**Run 1: metal 1**

Drawn at 2 px/µm. Supply wires on this layer in gray.
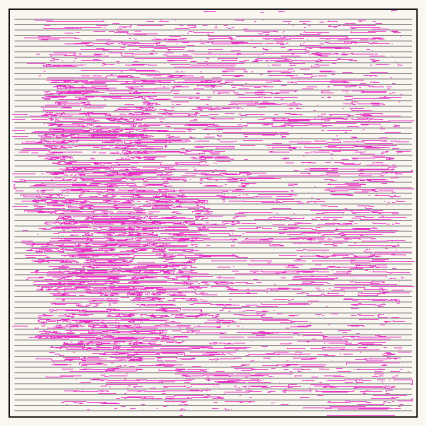
**Run 1: congestion heat map**

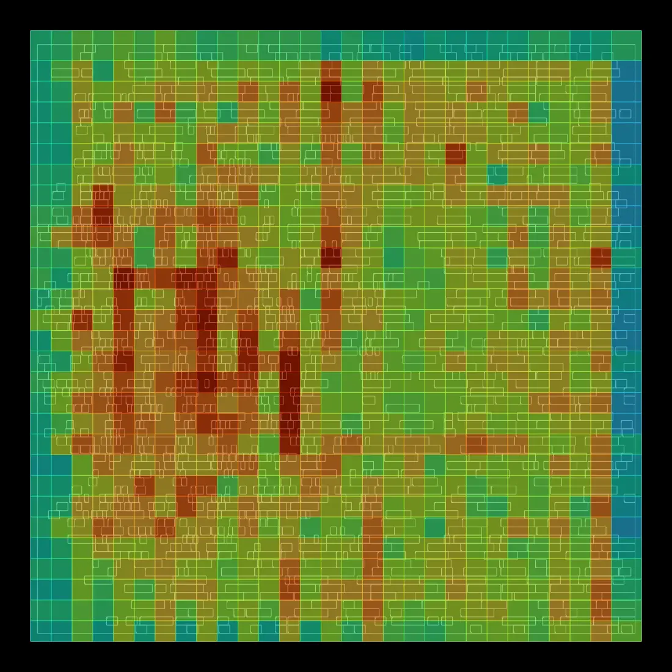
**Run 1: signal wires by layer**

Drawn at 2 px/µm. Only two layers are drawn.
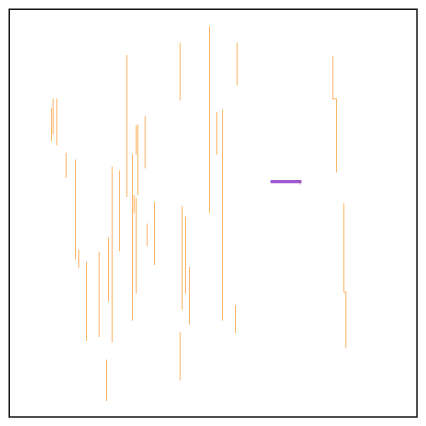
**config.mk**
```make
export PLATFORM = sky130hd
export DESIGN_NAME = lua_instr_prefetch_queue
export DESIGN_NICKNAME = d
export VERILOG_FILES = /design/src/rtl/lua_instr_prefetch_queue.sv
export SDC_FILE = /design/constraint.sdc
export NUM_CORES = 1
export LEC_CHECK = 0
export CAP_MARGIN = 20
export CORE_MARGIN = 2
export CORE_UTILIZATION = 40
export DETAILED_ROUTE_END_ITERATION = 10
export PLACE_DENSITY_LB_ADDON = 0.05
export SLEW_MARGIN = 25
export SYNTH_ARGS = -nofsm -noshare
export SYNTH_HDL_FRONTEND = slang
export SYNTH_SLANG_ARGS = --single-unit
```
**constraint.sdc**
```tcl
create_clock -name clk -period 6.54 [get_ports clk]
set_input_delay 0.981 -clock clk [delete_from_list [all_inputs] [get_ports clk]]
set_output_delay 0.981 -clock clk [all_outputs]
set_load 0.005 [all_outputs]
```
**src/rtl/lua_instr_prefetch_queue.sv**
```systemverilog
//-----------------------------------------------------------------------------
// lua_instr_prefetch_queue
//
// Sequential instruction prefetcher for the Lua CPU. Reads bytecode words
// from a start PC over a non-pipelined Avalon-MM read master (at most one
// read outstanding) and buffers them, each tagged with its fetch address, in
// a DEPTH-entry FIFO. The sequencer pops the head entry. A redirect flushes
// the FIFO and restarts fetch at redirect_pc. If a read is still in flight
// when the redirect arrives, that read is completed and its data dropped.
//
// Ports:
//   clk, rst          clock; asynchronous active-high reset
//   enable            allows new reads; never aborts a read already started
//   redirect          flush the queue and restart fetch at redirect_pc
//   redirect_pc       new fetch address
//   instr_ready       consumer pops the head entry when instr_valid is high
//   instr_valid       head entry present (registered)
//   instr_data        head instruction word
//   instr_pc          address the head word was fetched from
//   count             number of occupied entries
//   busy              read FSM is not IDLE
//   mem_address       Avalon address (held while mem_waitrequest is high)
//   mem_read          Avalon read strobe
//   mem_readdata      Avalon read data
//   mem_waitrequest   Avalon waitrequest
//-----------------------------------------------------------------------------
module lua_instr_prefetch_queue #(
   parameter int ADDR_W  = 32,
   parameter int DATA_W  = 32,
   parameter int DEPTH   = 4,
   parameter int PC_STEP = 4
) (
   input  logic                         clk,
   input  logic                         rst,
   input  logic                         enable,
   input  logic                         redirect,
   input  logic [ADDR_W-1:0]            redirect_pc,
   input  logic                         instr_ready,
   output logic                         instr_valid,
   output logic [DATA_W-1:0]            instr_data,
   output logic [ADDR_W-1:0]            instr_pc,
   output logic [$clog2(DEPTH+1)-1:0]   count,
   output logic                         busy,
   output logic [ADDR_W-1:0]            mem_address,
   output logic                         mem_read,
   input  logic [DATA_W-1:0]            mem_readdata,
   input  logic                         mem_waitrequest
);

   localparam int PTR_W = $clog2(DEPTH);
   localparam int CNT_W = $clog2(DEPTH+1);

   localparam logic [CNT_W-1:0]  DEPTH_C = CNT_W'(DEPTH);
   localparam logic [ADDR_W-1:0] STEP_C  = ADDR_W'(PC_STEP);

   // IDLE: no read on the bus. READ: fetching a word that will be kept.
   // DRAIN: finishing a read whose data is stale after a redirect.
   typedef enum logic [1:0] {
      IDLE  = 2'd0,
      READ  = 2'd1,
      DRAIN = 2'd2
   } state_t;

   state_t              state_q,  state_d;
   logic [ADDR_W-1:0]   req_addr_q, req_addr_d;
   logic [ADDR_W-1:0]   nxt_addr_q, nxt_addr_d;
   logic [PTR_W-1:0]    head_q,   head_d;
   logic [PTR_W-1:0]    tail_q,   tail_d;
   logic [CNT_W-1:0]    count_q,  count_d;
   logic                instr_valid_q, instr_valid_d;

   logic [DATA_W-1:0]   data_mem_q [DEPTH];
   logic [ADDR_W-1:0]   pc_mem_q   [DEPTH];

   logic                accept;
   logic                push;
   logic                pop;
   logic                issue;
   logic [CNT_W-1:0]    count_next;
   logic [ADDR_W-1:0]   drain_tgt;

   //--------------------------------------------------------------------------
   // Handshake terms
   //--------------------------------------------------------------------------
   assign mem_read    = (state_q == READ) || (state_q == DRAIN);
   assign mem_address = req_addr_q;
   assign accept      = mem_read & ~mem_waitrequest;

   // Only an accept in READ carries a word worth keeping; a redirect in the
   // same cycle makes that word stale.
   assign push = accept & (state_q == READ) & ~redirect;
   assign pop  = instr_ready & instr_valid_q & ~redirect;

   assign count_next = count_q + {{(CNT_W-1){1'b0}}, push}
                               - {{(CNT_W-1){1'b0}}, pop};

   // A new read is only started when its word is guaranteed a free slot,
   // so the FIFO can never overflow.
   assign issue = enable & ~redirect & (count_next < DEPTH_C);

   // In DRAIN the latest redirect target wins, including one arriving in
   // the accept cycle itself.
   assign drain_tgt = redirect ? redirect_pc : nxt_addr_q;

   //--------------------------------------------------------------------------
   // Next-state logic
   //--------------------------------------------------------------------------
   // NOTE: every variable assigned below gets a default first, so no path
   // leaves one unassigned and no latch is inferred.
   always_comb begin
      // NOTE: combinational logic uses blocking '='; the registers below use
      // non-blocking '<=' so all flops update together from old values.
      state_d    = state_q;
      req_addr_d = req_addr_q;
      nxt_addr_d = nxt_addr_q;

      unique case (state_q)
         IDLE: begin
            if (redirect) begin
               req_addr_d = redirect_pc;
               if (enable) begin
                  nxt_addr_d = redirect_pc + STEP_C;
                  state_d    = READ;
               end else begin
                  // Not fetching yet: the first issue must request redirect_pc.
                  nxt_addr_d = redirect_pc;
               end
            end else if (issue) begin
               req_addr_d = nxt_addr_q;
               nxt_addr_d = nxt_addr_q + STEP_C;
               state_d    = READ;
            end
         end

         READ: begin
            if (accept) begin
               if (redirect) begin
                  // Bus is free this edge, so restart directly without DRAIN.
                  req_addr_d = redirect_pc;
                  if (enable) begin
                     nxt_addr_d = redirect_pc + STEP_C;
                     state_d    = READ;
                  end else begin
                     nxt_addr_d = redirect_pc;
                     state_d    = IDLE;
                  end
               end else if (issue) begin
                  // Back-to-back: next address goes out with no idle cycle.
                  req_addr_d = nxt_addr_q;
                  nxt_addr_d = nxt_addr_q + STEP_C;
               end else begin
                  state_d = IDLE;
               end
            end else if (redirect) begin
               // Avalon forbids changing the address mid-read; remember the
               // target and let the stale read finish.
               nxt_addr_d = redirect_pc;
               state_d    = DRAIN;
            end
         end

         DRAIN: begin
            if (accept) begin
               req_addr_d = drain_tgt;
               if (enable) begin
                  nxt_addr_d = drain_tgt + STEP_C;
                  state_d    = READ;
               end else begin
                  // Keep the target as the next request so it is not skipped.
                  nxt_addr_d = drain_tgt;
                  state_d    = IDLE;
               end
            end else if (redirect) begin
               nxt_addr_d = redirect_pc;
            end
         end

         default: begin
            state_d = IDLE;
         end
      endcase
   end

   //--------------------------------------------------------------------------
   // FIFO bookkeeping
   //--------------------------------------------------------------------------
   always_comb begin
      count_d       = count_next;
      head_d        = head_q;
      tail_d        = tail_q;

      if (push) begin
         tail_d = tail_q + 1'b1;
      end

      if (redirect) begin
         // Flush: everything between head and tail is discarded.
         count_d = '0;
         head_d  = tail_q;
      end else if (pop) begin
         head_d = head_q + 1'b1;
      end

      instr_valid_d = (count_d != '0);
   end

   //--------------------------------------------------------------------------
   // Registers
   //--------------------------------------------------------------------------
   always_ff @(posedge clk or posedge rst) begin
      if (rst) begin
         state_q       <= IDLE;
         req_addr_q    <= '0;
         nxt_addr_q    <= '0;
         head_q        <= '0;
         tail_q        <= '0;
         count_q       <= '0;
         instr_valid_q <= 1'b0;
      end else begin
         state_q       <= state_d;
         req_addr_q    <= req_addr_d;
         nxt_addr_q    <= nxt_addr_d;
         head_q        <= head_d;
         tail_q        <= tail_d;
         count_q       <= count_d;
         instr_valid_q <= instr_valid_d;
      end
   end

   // NOTE: the storage array has no reset; an entry is only ever read after
   // it has been written, so clearing it would cost logic for nothing.
   always_ff @(posedge clk) begin
      if (push) begin
         data_mem_q[tail_q] <= mem_readdata;
         pc_mem_q[tail_q]   <= req_addr_q;
      end
   end

   //--------------------------------------------------------------------------
   // Outputs
   //--------------------------------------------------------------------------
   assign instr_valid = instr_valid_q;
   assign instr_data  = data_mem_q[head_q];
   assign instr_pc    = pc_mem_q[head_q];
   assign count       = count_q;
   assign busy        = (state_q != IDLE);

endmodule
```
==> summary.txt, run 1 <==
impl run done, here's what came out: status finished, final reports clean, CTS tree built, Seq area share 49.6%, global-route wire length before repair 68,100 µm, Top non-seq family multiplexers, Slowest-stage cell, CP nor4_4, r2r endpoint nxt_addr_q[31], H-Tree Depth 2, final non-filler cell total 1,874, simple share 11.1%, HP Class reg2reg, R2R Path Start state_q[1], clkbuf count 42, mux cell area share after synthesis 11.9%, Hold Startpoint nxt_addr_q[1], CP delay by family, top simple AND/OR/NAND/NOR gates, Power Density 410 nW/µm², layout cells sized above 1 13.3%, Clock buf/inv share 5.90%, Antenna Cells 0, Async SR Flop Fraction 22.4%, CTS Buffer Depth 3, core area 38,900 µm², Tmin final 4.72 ns, worst-path fanout max 14, IO Count 172, Yosys Chip Area 15,900 µm², Max power group sequential cells, Fillers 3,483, Commonest Layout Cell edfxtp_1, floorplan die width 203 µm
Notes on 'metal 1' above:
main direction: horizontal
share of all routed wire: 45%
wire length on this layer: 19,900 µm
longest straight run: 51.5 µm
final wirelength: 44,700 µm
routed vias: 10.7k
met1 Use GR: 31.0%

Notes on 'congestion heat map' above:
Tot GR Track Use: 21.9%
DR WL/cell: 23.8 µm

Notes on 'signal wires by layer' above:
[M5] purple | wire length: 13.8 µm
[M4] orange | wire length: 1,280 µm

**Run 1: gate families picked out**

Drawn at 2 px/µm.
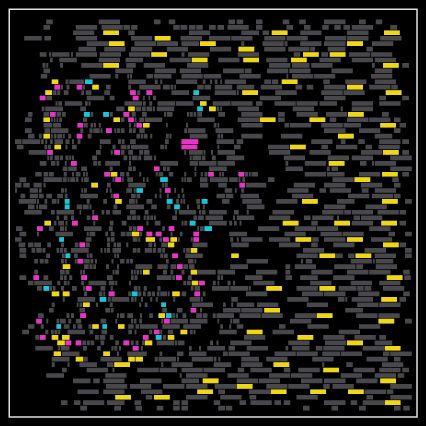

==> run 1 -> run 2 <==
==> constraint.sdc (replaced) <==
create_clock -name clk -period 4.16 [get_ports clk]
set_input_delay 0.624 -clock clk [delete_from_list [all_inputs] [get_ports clk]]
set_output_delay 0.624 -clock clk [all_outputs]
set_load 0.005 [all_outputs]
**Run 2: gate families picked out**

Drawn at 2 px/µm.
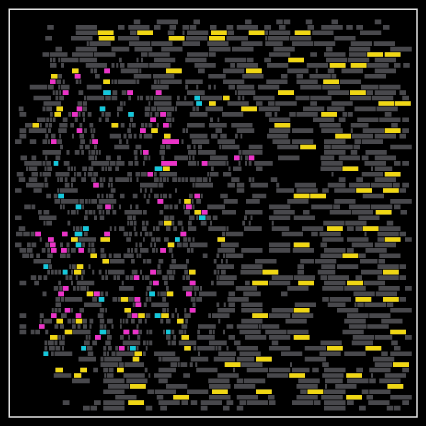
[mux cells] yellow | cells: 107 | most used: mux4_2 | where: all over the die
[non-inverting ao/oa cells] cyan | cells: 24
[xor and xnor cells] magenta | cells: 58 | most used: xnor2_1
fraction of area in multi-input gates: 29.9%
final non-filler cell total: 1,934
Commonest Layout Cell: edfxtp_1

==> run 2 against run 1 <==
Fmax up 26%. Worst hold slack worse by 0.027 ns. Clock skew up 0.0030 ns. Design area grew 2.9%. Die size did not move. Critical endpoint is now nxt_addr_q[23]. Setup slack got worse by 1.4 ns. Sequential share of layout area shrank 1.4 points. Highest routed layer is now met4. Synthesized cell count unchanged.
==> summary.txt, run 2 <==
impl run done, here's what came out: status finished, final reports clean, met2 usage 34.0%, DR WL/cell 23.3 µm (-2.3%), Tot GR Track Use 22.0% (+0.16 points), R2R Path Start state_q[1], crit-path cells inv_1 > ha_1 > nand2_1 > nor2_1 > buf_4 > inv_1 > ha_1 > inv_1 > ha_1 > inv_1 > fa_1 > xnor3_1 > nand4_2 > nor4_4 > xnor2_1 > mux2i_1 > a2111oi_0 > nor3_1, simple share 11.1% (unchanged), Fillers 3,409 (-2.1%), r2r endpoint nxt_addr_q[23], floorplan die width 203 µm (unchanged), Async SR Flop Fraction 22.4% (unchanged), Tmin final 3.74 ns (-0.982 ns), Top non-seq family multiplexers, worst-path fanout max 5 (-9), Avg Inst Size Synth 13.5 µm², Clock buf/inv share 5.74% (-0.16 points), CTS Buffer Depth 3 (unchanged), Max power group sequential cells, clkbuf count 55 (+31%), core area 38,900 µm² (unchanged), mux cell area share after synthesis 11.9% (unchanged), layout cells sized above 1 16.5% (+3.1 points), highest metal used met4, HP Class in2async, Power Density 638 nW/µm² (+56%), Seq area share 48.2% (-1.4 points), Peak VDD IR 0.385 mV, Antenna Cells 0 (unchanged), CP delay by family, top adder cells, Slowest-stage cell, CP dfrtp_1, CTS tree built, Yosys Chip Area 15,900 µm² (unchanged), IO Count 172 (unchanged), H-Tree Depth 2 (unchanged)
**Run 2: metal 1**

Drawn at 2 px/µm. Supply wires on this layer in gray.
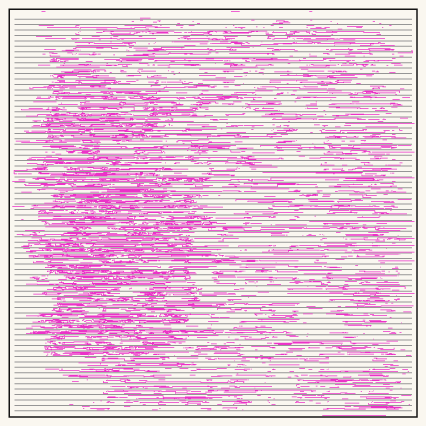
final wirelength: 45,100 µm
met1 Use GR: 31.7%
routed vias: 11.0k

Power figures rest on the tool's default switching activity, not on a simulated workload.
